**Clock routing**

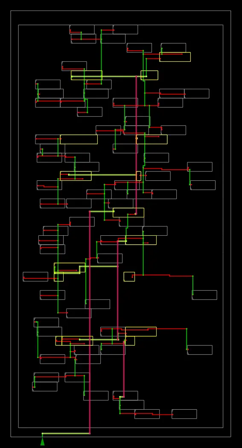
**PDN straps and rails**

Drawn at 4 px/µm. Pins as bars on the die edge. Tap cells in gray.
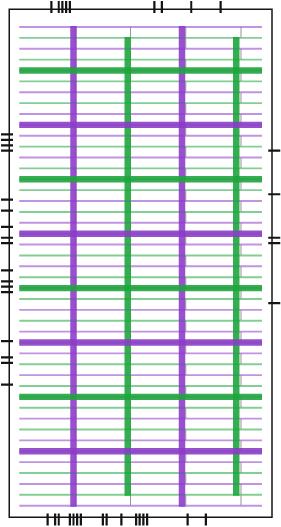
$ cat config.mk
export PLATFORM = sky130hd
export DESIGN_NAME = longmultiplier_flat
export DESIGN_NICKNAME = d
export VERILOG_FILES = /design/src/rtl/longmultiplier_if.sv /design/src/rtl/longmultiplier.sv /design/src/flat_wrapper.sv
export SDC_FILE = /design/constraint.sdc
export NUM_CORES = 1
export LEC_CHECK = 0
export ABC_AREA = 1
export ABC_CLOCK_PERIOD_IN_PS = 2510
export CAP_MARGIN = 30
export CORE_ASPECT_RATIO = 2
export CORE_MARGIN = 2
export CORE_UTILIZATION = 47
export CTS_CLUSTER_SIZE = 12
export DETAILED_ROUTE_END_ITERATION = 10
export GPL_TIMING_DRIVEN = 0
export PLACE_DENSITY = 0.77
export SLEW_MARGIN = 20
export SYNTH_ARGS = -nofsm -noshare
export SYNTH_HDL_FRONTEND = slang
export SYNTH_SLANG_ARGS = --single-unit
$ cat constraint.sdc
create_clock -name Clock -period 2.51 [get_ports Clock]
set_input_delay 0.3765 -clock Clock [delete_from_list [all_inputs] [get_ports Clock]]
set_output_delay 0.3765 -clock Clock [all_outputs]
set_load 0.02 [all_outputs]
$ cat src/rtl/longmultiplier_if.sv
// Operand/control/result bundle for the shift-and-add multiply-accumulate unit.
// master drives operands and start; slave returns the result and Done.
interface longmultiplier_if #(
  parameter int N = 8
);
  logic           s;
  logic           LA;
  logic           EB;
  logic           ER;
  logic [N-1:0]   DataA;
  logic [N-1:0]   DataB;
  logic [N-1:0]   DataR;
  logic [2*N-1:0] P;
  logic           Done;

  modport master (
    output s, LA, EB, ER, DataA, DataB, DataR,
    input  P, Done
  );

  modport slave (
    input  s, LA, EB, ER, DataA, DataB, DataR,
    output P, Done
  );
endinterface

$ cat src/rtl/longmultiplier.sv
// Sequential shift-and-add multiply-accumulate: P = A*B + R, the inverse of longdivider.
// One partial product per clock in S2; Done decodes S3.
module longmultiplier #(
  parameter int N = 8
) (
  input logic             Clock,
  input logic             Reset,
  longmultiplier_if.slave bus
);
  localparam int CW = (N > 1) ? $clog2(N) : 1;

  localparam logic [1:0] S1 = 2'd0;
  localparam logic [1:0] S2 = 2'd1;
  localparam logic [1:0] S3 = 2'd2;

  logic [1:0]     state;
  logic [N-1:0]   a_reg;
  logic [N-1:0]   b_reg;
  logic [N-1:0]   r_reg;
  logic [N-1:0]   wa;
  logic [2*N-1:0] wb;
  logic [2*N-1:0] p_reg;
  logic [CW-1:0]  count;

  always_ff @(posedge Clock) begin
    if (Reset) begin
      state <= S1;
      a_reg <= '0;
      b_reg <= '0;
      r_reg <= '0;
      wa    <= '0;
      wb    <= '0;
      p_reg <= '0;
      count <= '0;
    end else begin
      case (state)
        S1: begin
          if (bus.LA) a_reg <= bus.DataA;
          if (bus.EB) b_reg <= bus.DataB;
          if (bus.ER) r_reg <= bus.DataR;
          // Start samples the pre-load register values; a simultaneous load feeds the next run.
          if (bus.s) begin
            state <= S2;
            p_reg <= {{N{1'b0}}, r_reg};
            wa    <= a_reg;
            wb    <= {{N{1'b0}}, b_reg};
            count <= CW'(N - 1);
          end
        end
        S2: begin
          if (wa[0]) p_reg <= p_reg + wb;
          wa    <= wa >> 1;
          wb    <= wb << 1;
          count <= count - 1'b1;
          if (count == '0) state <= S3;
        end
        S3: begin
          if (!bus.s) state <= S1;
        end
        default: state <= S1;
      endcase
    end
  end

  assign bus.P    = p_reg;
  assign bus.Done = (state == S3);
endmodule

$ cat src/flat_wrapper.sv
// flat-port wrapper written by rule: the top's interface ports become plain ports
module longmultiplier_flat 
#(
  parameter int N = 8
)
  (Clock, Reset, bus_s, bus_LA, bus_EB, bus_ER, bus_DataA, bus_DataB, bus_DataR, bus_P, bus_Done);
  longmultiplier_if #(.N(N)) bus_i ();
  input logic Clock;
  input logic Reset;
  input wire logic [$bits(bus_i.s)-1:0] bus_s;
  input wire logic [$bits(bus_i.LA)-1:0] bus_LA;
  input wire logic [$bits(bus_i.EB)-1:0] bus_EB;
  input wire logic [$bits(bus_i.ER)-1:0] bus_ER;
  input wire logic [$bits(bus_i.DataA)-1:0] bus_DataA;
  input wire logic [$bits(bus_i.DataB)-1:0] bus_DataB;
  input wire logic [$bits(bus_i.DataR)-1:0] bus_DataR;
  output wire logic [$bits(bus_i.P)-1:0] bus_P;
  output wire logic [$bits(bus_i.Done)-1:0] bus_Done;
  assign bus_i.s = bus_s;
  assign bus_i.LA = bus_LA;
  assign bus_i.EB = bus_EB;
  assign bus_i.ER = bus_ER;
  assign bus_i.DataA = bus_DataA;
  assign bus_i.DataB = bus_DataB;
  assign bus_i.DataR = bus_DataR;
  assign bus_P = bus_i.P;
  assign bus_Done = bus_i.Done;
  longmultiplier #(.N(N)) u_core (.Clock(Clock), .Reset(Reset), .bus(bus_i));
endmodule
==> out/metrics.cfg <==
[timing]
slew_viol_final = 0
relSlewSlack = 0.6442
tightestPinTransition_ns = 0.5337
worst_hold_slack_ns = 0.4504
setup_tns_ns = 0
fin_crit_ns = 2.018

[power_and_ir_drop]
combPwrFrac = 0.195
sw_frac_of_total = 0.2930
internal-power_mw = 2.239

[detailed_routing]
drt_pre_antenna_iters = 6
drt-met1-wl_mm = 3.269
antenna_left = 0
drt_wl_total_mm = 9.074
wl_per_cell_um = 13.50

[worst_setup_path]
regToRegSetupSlack_ns = 0.59
cp.depth = 3
setup.worst_path.class = reg2out
rr_endpoint = u_core.bus.P[14]
cp_top_family = buffers and inverters
crit_buf_inv = 2

[yosys]
ys_types = 30
synth-edff-count = 0
top_cells_by_count = nand2_1, nor2_1, dfxtp_1
yosys.area_share.aoi = 0.1618
top_area_frac = 0.3908
async_reset_ff_frac = 0
postSynthAreaPerCell_um2 = 6.810
yosys_cells = 519

[die]
std_cell_rows = 44

[layout]
finish.utilization = 0.6057
regArea_um2 = 1381
comb_cells = 379
syn_to_final_growth_pct = 24.53
nets = 623

[placed_design]
place_ws_ns = 0.6285
gp_congestion = 0.8710
dp.cells = 656

[outcome]
status = finished, final reports clean

[global_routing]
grt_first_pass_wirelength_mm = 14.99
grt_util_all_layers = 0.2369
gr-total-overflow = 0

[cts]
clk_path_buf_depth = 2

About 'clock routing':
Clock Sinks: 69
P_clk: 1.28 mW
skew final: 0.007380 ns

About 'PDN straps and rails':
[purple] VSS
[green] VDD
met4 straps: 4
rows: 44
Core Region: 7267 µm²
die y size: 126.6 µm
die width: 65.32 µm
Peak supply drop: 0.4926 mV

## cell usage in the layout (no fill, tap or decap), types with 2 or more instances in the layout
cell type	instances
buf_2	7
o21ai_0	36
nor2_8	2
nor2_1	73
nand3_1	17
ha_1	17
clkinvlp_4	2
dfxtp_1	69
a21oi_1	58
a31oi_1	5
clkdlybuf4s50_1	45
nand2_1	139
inv_1	48
a221oi_1	2
clkbuf_1	11
xor2_1	2
or2_2	3
nor3_1	3
inv_6	2
clkbuf_16	9
nand3b_1	4
inv_2	3
o21ai_1	9
nand4_1	2
## power groups by stage
stage	combinational, mW	sequential [mW]	clock, mW
after floorplan	0.397	1.29	0
after global placement	0.597	1.29	0
after detailed placement	0.614	1.29	0
after CTS	0.619	1.27	1.29
after global routing	0.696	1.28	1.34
final	0.616	1.27	1.28
Power figures rest on the tool's default switching activity, not on a simulated workload.
